## src/rtl/hazard_ctrl.sv

```systemverilog
// Decode-stage hazard control: a per-register scoreboard raises stall_out on RAW/WAW hazards.
// Branch redirects flush fetch/decode for several cycles and squash wrong-path scoreboard entries.
module hazard_ctrl #(
  parameter int NUM_REGS     = 32,
  parameter int REG_ADDR_W   = 5,
  parameter int FLUSH_CYCLES = 2,
  parameter int YOUNG_DEPTH  = 2
) (
  input  logic                  clk,
  input  logic                  reset,
  input  logic                  dec_valid,
  input  logic [REG_ADDR_W-1:0] rs1_addr,
  input  logic                  rs1_used,
  input  logic [REG_ADDR_W-1:0] rs2_addr,
  input  logic                  rs2_used,
  input  logic [REG_ADDR_W-1:0] rd_addr,
  input  logic                  rd_write,
  input  logic                  wb_valid,
  input  logic [REG_ADDR_W-1:0] wb_addr,
  input  logic                  redirect,
  output logic                  stall_out,
  output logic                  flush_out,
  output logic [NUM_REGS-1:0]   busy_mask
);

  typedef enum logic {IDLE, FLUSH} state_t;

  state_t                                   state, state_n;
  logic [3:0]                               cnt, cnt_n;
  logic                                     flush_n;
  logic [NUM_REGS-1:0]                      busy_n;
  logic [YOUNG_DEPTH-1:0]                   yv, yv_n;
  logic [YOUNG_DEPTH-1:0][REG_ADDR_W-1:0]   yrd, yrd_n;
  logic                                     hz_rs1, hz_rs2, hz_rd;
  logic                                     issue, sets_rd;

  // An operand conflicts only if its register is busy and not being written back this cycle.
  function automatic logic reg_hz(input logic [REG_ADDR_W-1:0] a, input logic used,
                                  input logic [NUM_REGS-1:0] busy,
                                  input logic wbv, input logic [REG_ADDR_W-1:0] wba);
    return used && busy[a] && (a != '0) && !(wbv && (wba == a));
  endfunction

  always_comb begin
    hz_rs1    = reg_hz(rs1_addr, rs1_used, busy_mask, wb_valid, wb_addr);
    hz_rs2    = reg_hz(rs2_addr, rs2_used, busy_mask, wb_valid, wb_addr);
    hz_rd     = reg_hz(rd_addr, rd_write, busy_mask, wb_valid, wb_addr);
    stall_out = !reset && dec_valid && (hz_rs1 || hz_rs2 || hz_rd);
    issue     = dec_valid && !stall_out && !flush_out && !redirect;
    sets_rd   = issue && rd_write && (rd_addr != '0);
  end

  // Next-state: scoreboard, young window, flush sequencer.
  always_comb begin
    busy_n  = busy_mask;
    yv_n    = yv;
    yrd_n   = yrd;
    state_n = state;
    cnt_n   = cnt;
    flush_n = flush_out;

    if (wb_valid) busy_n[wb_addr] = 1'b0;
    if (sets_rd)  busy_n[rd_addr] = 1'b1;
    if (redirect) begin
      for (int i = 0; i < YOUNG_DEPTH; i++)
        if (yv[i]) busy_n[yrd[i]] = 1'b0;
    end
    busy_n[0] = 1'b0;

    if (redirect) begin
      yv_n = '0;
    end else if (!stall_out) begin
      for (int i = YOUNG_DEPTH - 1; i >= 1; i--) begin
        yv_n[i]  = yv[i-1];
        yrd_n[i] = yrd[i-1];
      end
      yv_n[0]  = sets_rd;
      yrd_n[0] = rd_addr;
    end

    case (state)
      IDLE: begin
        if (redirect) begin
          state_n = FLUSH;
          cnt_n   = 4'(FLUSH_CYCLES - 1);
          flush_n = 1'b1;
        end
      end
      FLUSH: begin
        if (redirect) begin
          cnt_n = 4'(FLUSH_CYCLES - 1);
        end else if (cnt == 4'd0) begin
          state_n = IDLE;
          flush_n = 1'b0;
        end else begin
          cnt_n = cnt - 4'd1;
        end
      end
      default: begin
        state_n = IDLE;
        flush_n = 1'b0;
      end
    endcase
  end

  always_ff @(posedge clk) begin
    if (reset) begin
      state     <= IDLE;
      cnt       <= 4'd0;
      flush_out <= 1'b0;
      busy_mask <= '0;
      yv        <= '0;
    end else begin
      state     <= state_n;
      cnt       <= cnt_n;
      flush_out <= flush_n;
      busy_mask <= busy_n;
      yv        <= yv_n;
    end
  end

  // Destination tags are qualified by yv, so they need no reset.
  always_ff @(posedge clk) begin
    yrd <= yrd_n;
  end

endmodule

```

## config.mk

```make
export PLATFORM = sky130hd
export DESIGN_NAME = hazard_ctrl
export DESIGN_NICKNAME = d
export VERILOG_FILES = /design/src/rtl/hazard_ctrl.sv
export SDC_FILE = /design/constraint.sdc
export NUM_CORES = 1
export LEC_CHECK = 0
export ABC_AREA = 1
export CAP_MARGIN = 0
export CORE_ASPECT_RATIO = 0.7
export CORE_MARGIN = 5
export CORE_UTILIZATION = 50
export DETAILED_ROUTE_END_ITERATION = 8
export PLACE_DENSITY = 0.85
export SETUP_SLACK_MARGIN = 0.5
export SLEW_MARGIN = 20
export SYNTH_ARGS = -nofsm -noshare
export SYNTH_HDL_FRONTEND = slang
export SYNTH_SLANG_ARGS = --single-unit
```

## constraint.sdc

```tcl
create_clock -name clk -period 5.31 [get_ports clk]
set_clock_uncertainty 0.05 [all_clocks]
set_input_delay 1.062 -clock clk [delete_from_list [all_inputs] [get_ports clk]]
set_output_delay 1.062 -clock clk [all_outputs]
set_load 0.1 [all_outputs]
```

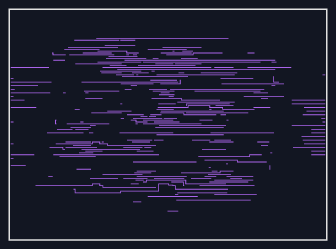
Run 1: metal 3
share of all routed wire: 15%
wire length on this layer: 2320 µm

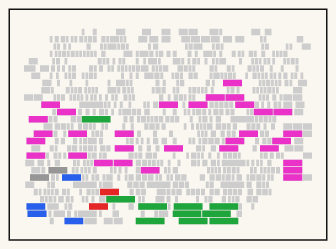
Run 1: sequential cells colored by netlist name
Other sequential cells in the stronger gray, the rest of the logic in the fainter gray.
| color | netlist name | flops |
|---|---|---|
| red | yv | 2 |
| green | yrd | 10 |
| magenta | busy_mask | 31 |
| blue | cnt | 4 |
not colored: 2

==> run_results.csv, run 1 <==
group,metric,value,unit
clock_network,clk_root_buffer_cell,"sky130_fd_sc_hd__clkbuf_16",
logic_synthesis,syn-num-nets,735,
final_timing,max_slew_margin,32.59,%
final_timing,timing.final.max_slew_violations,0,
grt,grt_util_all_layers,28.96,%
power,peakVddDrop,0.1788,mV
status,status,"finished, final reports clean",
worst_setup_path,timing_worst_setup_path_type,"primary input to output pin",
worst_setup_path,crit_path_start_kind,"primary input",
worst_setup_path,r2r_path_start,"busy_mask[21]",
layout,layout_top_cell_excl_fill_tap,"sky130_fd_sc_hd__nand2_1",
detailed_routing,detailedRoute.firstIterationViolations,920,
placement,routability_congestion,1.059,
grt,grt_pass1_wl,23990,µm
logic_synthesis,ys_sh_simple,42.48,%
logic_synthesis,synth.cells.most_frequent,"sky130_fd_sc_hd__nand2_1, sky130_fd_sc_hd__nand3_1, sky130_fd_sc_hd__inv_1",
clock_network,cts_max_path_buffers,2,
grt,number_of_global_route_vias_before_repair,4801,
logic_synthesis,cell_count_after_synthesis,705,
grt,antenna_found_initial,0,
layout,layout_top_cells,"sky130_fd_sc_hd__nand2_1, sky130_fd_sc_hd__nand3_1, sky130_fd_sc_hd__inv_1",
logic_synthesis,post_synth_main_logic_family,"simple AND/OR/NAND/NOR gates",
layout,share_of_layout_cells_above_drive_strength_1,3.204,%
detailed_routing,routed-via-count,5195,
min_path,hold_class,"register to register",
layout,insertedDiodeCount,0,
floorplanning,fp.dieH,85.79,µm
detailed_routing,drt-wirelength-per-cell,17.66,µm
placement,post-place-cells,842,
logic_synthesis,count_of_library_flops_with_an_enable_pin,10,
layout,flow.area_growth_from_synthesis,18.66,%
worst_setup_path,cp_num_buf_inv,5,
logic_synthesis,synth.cell_area,4103,µm²
final_timing,period_minus_slack,4446,ps
logic_synthesis,compound_area_share,17.90,%
logic_synthesis,area_leaders,"sky130_fd_sc_hd__nand2_1, sky130_fd_sc_hd__dfxtp_1, sky130_fd_sc_hd__nand3_1, sky130_fd_sc_hd__edfxtp_1, sky130_fd_sc_hd__inv_1",
worst_setup_path,cpMaxStageDelayCell,"sky130_fd_sc_hd__clkdlybuf4s50_1",
placement,hpwl,11430,µm
clock_network,ctsHtreeMaxLevel,2,
logic_synthesis,synthesis.yosys.warnings,0,
floorplanning,chipArea,10150,µm²
final_timing,setup-violations-final,0,
placement,numPortBuffers,60,
logic_synthesis,most_common_cell,"sky130_fd_sc_hd__nand2_1",
detailed_routing,drt_first_pass_iters,6,
grt,grt_overflow_total,0,
detailed_routing,post-route-drc-count,0,
worst_setup_path,reg2reg_setup_slack,3190,ps
worst_setup_path,timing.reg2reg.worst_path_depth,14,
logic_synthesis,ff_type,"sky130_fd_sc_hd__dfxtp_1",
clock_network,numCtsBuffers,5,
logic_synthesis,yosysCellCount,705,
worst_setup_path,worst_r2r_endpoint,"busy_mask[16]",
logic_synthesis,yosys_area,4103,µm²
final_timing,fin_crit_sh,83.73,%
layout,finalCoreUtilization,61.32,%
min_path,hold_path_depth,2,
worst_setup_path,critical_path.max_fanout,13,
clock_network,clkLatencyLatePin,300,ps
floorplanning,die_width,118.3,µm
floorplanning,fp_util,51.68,%
detailed_routing,antenna_left,0,
logic_synthesis,synth-seq-area-share,26.35,%
floorplanning,fp.coreArea,7939,µm²
detailed_routing,drt-vias-per-instance,6.112,
logic_synthesis,avgSynthCellArea,5.819,µm²
clock_network,postCtsHoldBufs,0,
worst_setup_path,crit_path_max_incr_delay,850,ps
clock_network,clkSlewWorstSetupHoldPaths,60,ps
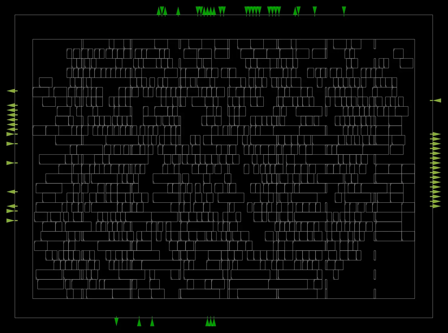
Run 1: placed standard cells
Layout Cells excl Fill: 850
number of cell rows: 27
fill cell total of the finished layout: 732
flop share of the area: 22.21%
number of well taps: 101

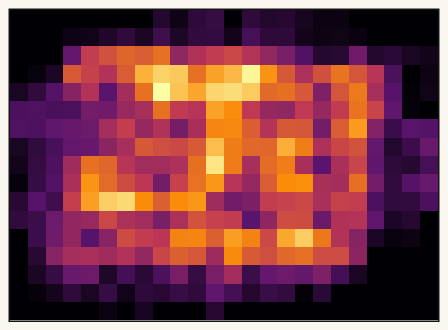
Run 1: routed metal per tile
The die is cut into 24 by 17 equal tiles; black is low, pale yellow is high, scaled to the fullest tile. Values are wire area over tile area, all layers added.
tiles over half the peak: 30%
mean over tiles: 0.26
nearly empty tiles: 18%
densest ninth of the die: middle

==> run 1: worst min-delay path, delay by kind of cell, from the launching register on <==
| kind | cells | cell delay (ps) |
|---|---|---|
| compound gates | 1 | 60 |
| flops | 1 | 310 |
| simple gates | 1 | 60 |
==> run 1: flip-flops by register name, summed over array words and instances (netlist names) <==
register	cells
busy_mask	31
cnt	4
flush_out	1
state	1
yrd	10
yv	2
==> run 1: cell type report <==
cell class                 instances  area (µm²)
sequential                        49        1081
inverter                          81       304.0
multi-input combinational        544        2524
fill                             732        3070
clock buffer                       8       167.7
tap                              101       126.4
timing repair buffer              67       665.6
==> run 1: through the flow <==
stage	hold slack, ps	instance area (µm²)	total power [mW]	worst slack, ps
6_report	417.6	4868	0.9569	864.0
5_1_grt	441.7	4868	0.9930	758.9
4_1_cts	421.4	4866	0.9506	761.4
3_5_place_dp	411.8	4698	0.5993	778.3
3_3_place_gp	399.8	4698	0.5956	860.1
2_1_floorplan	382.8	4103	0.5355	1563
==> run 1: worst max path at each step <==
stage,slack (ps),depth (start not counted),endpoint
final,860,13,stall_out
after global routing,760,13,stall_out
after detailed placement,780,14,stall_out
after floorplan,1560,13,stall_out
after global placement,860,14,stall_out
after CTS,760,14,stall_out
==> run 1: power breakdown <==
group          switching, mW  internal [mW]
sequential           0.00879          0.389
clock                  0.141          0.217
combinational          0.143         0.0584
==> run 1: routing by layer <==
metal  wire length (µm)  up-vias  GRT usage, %
met5                  0        -             0
li1                   -     2445             -
met4                330        0         9.792
met2               5989      396         41.50
met1               6371     2318         41.19
met3               2317       36         8.767
==> run 1: repair_timing <==
action | in CTS | in global routing
setup buffers | 0 | 0
endpoints found under the hold margin | 0 | 0
endpoints found under the setup margin | 0 | 1
gates resized | 0 | 1
Run 1, port wiring:
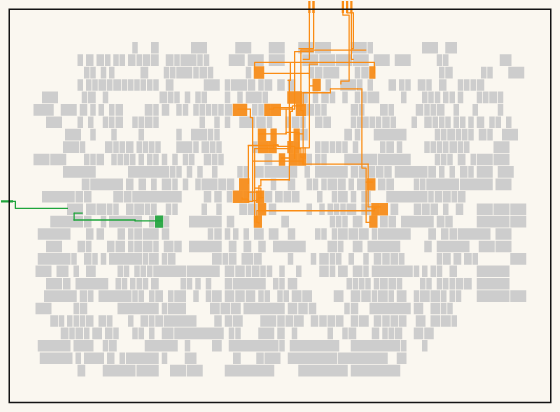

==> run 1 -> run 2 <==
Clock period 5.31 ns to 4.6 ns, I/O delays scaled along.
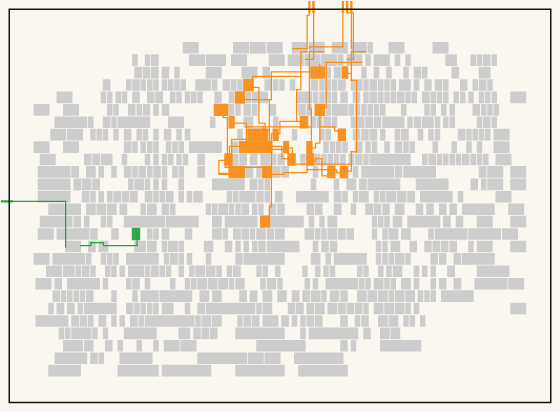
Run 2: port wiring
| color | port | bits | direction | end cells | buffers | wire |
|---|---|---|---|---|---|---|
| orange | wb_addr | 5 | input | 28 | 5 | 436 µm |
| green | rd_write | 1 | input | 1 | 1 | 38.4 µm |
number of I/O port buffers: 60
I/O Pins: 62

==> run 2 against run 1 <==
  * Routed wire length rose by 2.3%
  * Synthesized area stayed put
  * Count of clock-buffer cells in the layout decreased by 1
  * First-iteration DRC count rose by 15%
  * Global-route usage rose by 0.54 points
==> run_results.csv, run 2 <==
group,metric,value,unit
status,status,"finished, final reports clean",
logic_synthesis,syn-num-nets,735,
final_timing,max_slew_margin,33.47,%
clock_network,clkSlewWorstSetupHoldPaths,70,ps
layout,final_cells,850,
detailed_routing,detailedRoute.firstIterationViolations,1062,
clock_network,clkLatencyLatePin,300,ps
worst_setup_path,cp_num_buf_inv,5,
final_timing,period_minus_slack,3947,ps
worst_setup_path,timing_worst_setup_path_type,"primary input to output pin",
logic_synthesis,most_common_cell,"sky130_fd_sc_hd__nand2_1",
power,peakVddDrop,0.2508,mV
placement,routability_congestion,1.111,
detailed_routing,drt-wirelength-per-cell,18.06,µm
floorplanning,fp_util,51.68,%
final_timing,setup_ws,652.6,ps
logic_synthesis,synth.cells.most_frequent,"sky130_fd_sc_hd__nand2_1, sky130_fd_sc_hd__nand3_1, sky130_fd_sc_hd__inv_1",
detailed_routing,drt-vias-per-instance,6.321,
layout,layout.area.comb,2524,µm²
layout,insertedDiodeCount,0,
logic_synthesis,count_of_library_flops_with_an_enable_pin,10,
logic_synthesis,yosys_area,4103,µm²
layout,layout_top_cell_excl_fill_tap,"sky130_fd_sc_hd__nand2_1",
final_timing,hold_slack,423.4,ps
layout,largestRegisters,"busy_mask: 31 flops, yrd: 10 flops, cnt: 4 flops",
clock_network,tritoncts,"built",
logic_synthesis,ff_type,"sky130_fd_sc_hd__dfxtp_1",
layout,fin_nets,778,
floorplanning,chipArea,10150,µm²
layout,layout_top_cells,"sky130_fd_sc_hd__nand2_1, sky130_fd_sc_hd__nand3_1, sky130_fd_sc_hd__inv_1",
layout,fillerInstances,751,
placement,dpl-instance-area,4698,µm²
worst_setup_path,critical_path.max_fanout,31,
placement,detailedPlace.worstSlack,561.9,ps
final_timing,timing.final.max_slew_violations,0,
final_timing,setup-violations-final,0,
layout,register_area,1081,µm²
layout,share_of_layout_cells_above_drive_strength_1,3.204,%
floorplanning,die_width,118.3,µm
grt,grt_overflow_total,0,
power,power,1.079,mW
clock_network,ctsHtreeMaxLevel,2,
logic_synthesis,synth.cell_area,4103,µm²
layout,number_of_flip_flops_in_the_largest_register,31,
layout,flow.area_growth_from_synthesis,18.21,%
floorplanning,fp.coreArea,7939,µm²
clock_network,postCtsHoldBufs,0,
detailed_routing,post-route-drc-count,0,
logic_synthesis,yosysCellCount,705,
detailed_routing,wirelength,15350,µm
placement,hpwl,11690,µm
grt,grt_util_all_layers,29.50,%
layout,finish.instance_area,4850,µm²
logic_synthesis,avgSynthCellArea,5.819,µm²
logic_synthesis,cell_count_after_synthesis,705,
floorplanning,row_count,27,
worst_setup_path,crit_path_max_incr_delay,460,ps
worst_setup_path,timing.critical_path.mode_cell,"sky130_fd_sc_hd__nand2_1",
final_timing,fin_crit_sh,85.81,%
worst_setup_path,crit_path_start_kind,"primary input",
detailed_routing,routed-via-count,5373,
grt,number_of_global_route_vias_before_repair,4808,
placement,post-place-cells,842,
logic_synthesis,synth-seq-area-share,26.35,%
clock_network,cts_repair_resize_count,0,
logic_synthesis,area_leaders,"sky130_fd_sc_hd__nand2_1, sky130_fd_sc_hd__dfxtp_1, sky130_fd_sc_hd__nand3_1, sky130_fd_sc_hd__edfxtp_1, sky130_fd_sc_hd__inv_1",
logic_synthesis,synthesis.yosys.warnings,0,
layout,finalCoreUtilization,61.09,%
min_path,hold_class,"register to register",
clock_network,numCtsBuffers,5,
grt,grt_pass1_wl,24410,µm
clock_network,clk_root_buffer_cell,"sky130_fd_sc_hd__clkbuf_16",
flow_run,max_cap_viol_count,0,
clock_network,cts_max_path_buffers,2,
clock_network,cts_setup_buffers,0,
grt,antenna_found_initial,0,
floorplanning,fp.dieH,85.79,µm
worst_setup_path,cpMaxStageDelayCell,"sky130_fd_sc_hd__clkdlybuf4s50_1",
detailed_routing,drt_first_pass_iters,6,
detailed_routing,antenna_left,0,
layout,largest_register,"busy_mask",
==> run 2: cell types whose count changed in the layout (fill, tap and decap cells not counted) <==
cell / delta
sky130_fd_sc_hd__clkbuf_16: -1
sky130_fd_sc_hd__inv_4: +1
==> run 2: power breakdown <==
part | switching (mW) | internal (mW) | total (mW)
clock | 0.171 | 0.218 | 0.388
combinational | 0.165 | 0.0673 | 0.232
sequential | 0.00979 | 0.449 | 0.459
total | 0.345 | 0.734 | 1.08
==> run 2: cell type report <==
cell class,instances,share of cell area [%]
clock buffers,7,2.941
clock inverters,1,0.1290
inverters,81,6.269
multi-input cells,544,52.04
flip-flops and latches,49,22.29
well taps,101,2.606
repair buffers,67,13.73
==> run 2: layer usage <==
metal | up-vias | GRT usage, % | routed length [µm]
met2 | 440 | 43.95 | 6298
met4 | 0 | 9.167 | 464
li1 | 2456 | - | -
met1 | 2410 | 40.98 | 6139
met5 | - | 0 | 0
met3 | 67 | 8.899 | 2444
==> run 2: final timing paths <==
| kind | from | to | slack, ps | cells past startpoint |
|---|---|---|---|---|
| setup / recovery | rd_addr[0] | stall_out | 650 | 16 |
| hold reg to reg | cnt[1] | cnt[1] | 420 | 2 |
| hold / removal | cnt[1] | cnt[1] | 420 | 2 |
| setup reg to reg | busy_mask[10] | yrd[7] | 2120 | 13 |
==> run 2: cell families (layout without fill, tap and decap cells) <==
family | Yosys count | after routing | share of synthesized area, %
and+or+nand+nor | 403 | 403 | 42.48
AOI/OAI and AO/OA | 136 | 136 | 17.90
buffers and inverters | 112 | 156 | 12.14
DFF | 49 | 49 | 26.35
adders and majority gates | 2 | 2 | 0.6098
xor gates and xnor gates | 2 | 2 | 0.4270
other | 1 | 1 | 0.09140
Run 2, sequential cells colored by netlist name:
Other sequential cells in the stronger gray, the rest of the logic in the fainter gray.
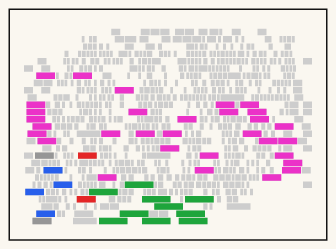

==> run 2 -> run 3 <==
Settings changed: PLACE_DENSITY 0.85 to 0.86.
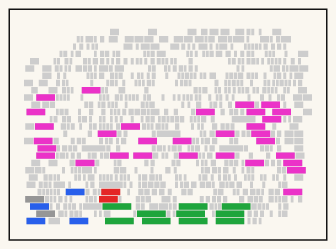
Run 3: sequential cells colored by netlist name
Other sequential cells in the stronger gray, the rest of the logic in the fainter gray.
| color | netlist name | flops |
|---|---|---|
| green | yrd | 10 |
| blue | cnt | 4 |
| magenta | busy_mask | 31 |
| red | yv | 2 |
combined flip-flop and latch cell area: 1081 µm²
flop share of the area: 22.09%

==> run 3 against run 2 <==
  * Synthesized cell count did not move
  * Via count fell by 1.5%
  * Synthesized area did not move
  * Cell area rose by 0.90%
  * Register-to-register slack improved by 230 ps
  * Flip-flop count did not move
  * Die area did not move
  * Utilization rose by 0.55 points
  * Worst setup slack got worse by 37 ps
  * Sequential power barely moved
  * Critical endpoint unchanged
  * Largest cell class unchanged
==> run_results.csv, run 3 <==
group,metric,value,unit
logic_synthesis,ys_sh_simple,42.48,%
layout,largest_register,"busy_mask",
clock_network,cts_max_path_buffers,2,
layout,insertedDiodeCount,0,
power,swShare,32.35,%
power,total_switching_power,344.2,µW
logic_synthesis,ff_type,"sky130_fd_sc_hd__dfxtp_1",
logic_synthesis,xor_area_share,0.4270,%
clock_network,numCtsBuffers,5,
layout,layout_top_cell_excl_fill_tap,"sky130_fd_sc_hd__nand2_1",
layout,finish.instance_area,4893,µm²
logic_synthesis,synth.cells.most_frequent,"sky130_fd_sc_hd__nand2_1, sky130_fd_sc_hd__nand3_1, sky130_fd_sc_hd__inv_1",
final_timing,fin_crit_sh,86.61,%
logic_synthesis,post_synth_main_logic_family,"simple AND/OR/NAND/NOR gates",
grt,grt_overflow_total,0,
logic_synthesis,adder_share,0.6099,%
logic_synthesis,syn-num-nets,735,
grt,grt_pass1_wl,24500,µm
logic_synthesis,post_synth_mux_area_share,0,%
logic_synthesis,area_leaders,"sky130_fd_sc_hd__nand2_1, sky130_fd_sc_hd__dfxtp_1, sky130_fd_sc_hd__nand3_1, sky130_fd_sc_hd__edfxtp_1, sky130_fd_sc_hd__inv_1",
detailed_routing,antenna_left,0,
worst_setup_path,crit_path_start_kind,"primary input",
clock_network,cts_setup_buffers,0,
clock_network,clkLatencyLatePin,290,ps
logic_synthesis,compound_area_share,17.90,%
logic_synthesis,avgSynthCellArea,5.819,µm²
power,clockPowerShare,34.4,%
grt,grt_util_all_layers,29.85,%
final_timing,max_slew_margin,32.70,%
final_timing,timing.final.max_slew_violations,0,
layout,final_cells,855,
logic_synthesis,count_of_library_flops_with_an_enable_pin,10,
power,cell_internal_pwr,719.8,µW
worst_setup_path,timing_worst_setup_path_type,"primary input to output pin",
worst_setup_path,r2r_path_start,"busy_mask[10]",
floorplanning,die_width,118.3,µm
min_path,hold_path_depth,2,
power,peakVddDrop,0.1664,mV
placement,post-place-cells,846,
floorplanning,fp.coreArea,7939,µm²
logic_synthesis,cell_count_after_synthesis,705,
detailed_routing,drt-wirelength-per-cell,18.38,µm
worst_setup_path,timing.reg2reg.worst_path_depth,14,
logic_synthesis,most_common_cell,"sky130_fd_sc_hd__nand2_1",
logic_synthesis,synth-seq-area-share,26.35,%
flow_run,max_cap_viol_count,0,
layout,flow.area_growth_from_synthesis,19.27,%
layout,fillerInstances,764,
layout,share_of_layout_cells_above_drive_strength_1,4.244,%
logic_synthesis,synthesis.yosys.warnings,0,
worst_setup_path,cp_num_buf_inv,5,
detailed_routing,routed-via-count,5292,
detailed_routing,detailedRoute.firstIterationViolations,831,
layout,number_of_flip_flops_in_the_largest_register,31,
detailed_routing,drt-vias-per-instance,6.189,
min_path,min_to,"cnt[0]",
worst_setup_path,timing.critical_path.mode_cell,"sky130_fd_sc_hd__inv_1",
worst_setup_path,reg2reg_setup_slack,2350,ps
worst_setup_path,cpMaxStageDelayCell,"sky130_fd_sc_hd__clkdlybuf4s50_1",
placement,routability_congestion,1.054,
floorplanning,chipArea,10150,µm²
detailed_routing,drt_first_pass_iters,8,
min_path,hold_path.startpoint,"cnt[0]",
grt,number_of_global_route_vias_before_repair,4726,
floorplanning,fp.dieH,85.79,µm
clock_network,ctsHtreeMaxLevel,2,
detailed_routing,post-route-drc-count,0,
logic_synthesis,yosysCellCount,705,
status,status,"finished, final reports clean",
floorplanning,row_count,27,
min_path,hold_class,"register to register",
worst_setup_path,critical_path.max_fanout,13,
placement,dpl-instance-area,4728,µm²
clock_network,tritoncts,"built",
logic_synthesis,synth.cell_area,4103,µm²
power,power,1.064,mW
layout,fin_nets,783,
grt,antenna_found_initial,0,
clock_network,clkSlewWorstSetupHoldPaths,60,ps
floorplanning,fp_util,51.68,%
worst_setup_path,worst_r2r_endpoint,"busy_mask[11]",
worst_setup_path,crit_path_max_incr_delay,800,ps
placement,numPortBuffers,60,
power,share_comb_of_total_power,22.6,%
placement,hpwl,12020,µm
clock_network,clk_root_buffer_cell,"sky130_fd_sc_hd__clkbuf_16",
worst_setup_path,crit_start,"rs2_addr[1]",
-- run 3: worst max path at each step --
stage	end	slack (ps)	cells after the start
detailed placement	stall_out	680	15
CTS	stall_out	670	15
finish	stall_out	620	12
global route	stall_out	500	12
floorplan	stall_out	1140	13
global placement	stall_out	670	12
-- run 3: layout make-up --
| type | instances | area [µm²] | share of cell area [%] |
|---|---|---|---|
| Multi-Input combinational cell | 544 | 2526 | 51.62 |
| Sequential cell | 49 | 1081 | 22.09 |
| Timing Repair Buffer | 71 | 703.2 | 14.37 |
| Inverter | 81 | 307.8 | 6.290 |
| Tap cell | 101 | 126.4 | 2.582 |
| Clock buffer | 5 | 125.1 | 2.557 |
| Clock inverter | 3 | 16.27 | 0.3324 |
| Timing Repair inverter | 1 | 7.507 | 0.1534 |
-- run 3: routing by layer --
| layer | wire, µm | track usage, % | vias up |
|---|---|---|---|
| met5 | 0 | 0 | - |
| met2 | 6010 | 40.63 | 421 |
| met3 | 2619 | 12.85 | 51 |
| met4 | 385 | 7.500 | 0 |
| li1 | - | - | 2465 |
| met1 | 6696 | 42.79 | 2355 |
-- run 3: timing repair --
action | in CTS | in global routing
hold buffers | 0 | 0
setup endpoints to repair | 0 | 1
resized | 0 | 6
-- run 3: stage by stage --
stage	worst slack, ps	hold WS (ps)
2_1_floorplan	1137	382.8
3_3_place_gp	669.7	400.1
3_5_place_dp	676.9	411.6
4_1_cts	670.5	420.4
5_1_grt	500.5	455.1
6_report	615.8	416.9
-- run 3: power by group through the flow --
stage                     sequential (mW)  combinational [mW]  clock [mW]
after CTS                           0.458               0.228       0.364
after detailed placement            0.468               0.228           0
after floorplan                     0.478               0.141           0
final                               0.458               0.240       0.366
after global placement              0.467               0.225           0
after global routing                0.460               0.257       0.394
Power figures rest on the tool's default switching activity, not on a simulated workload.
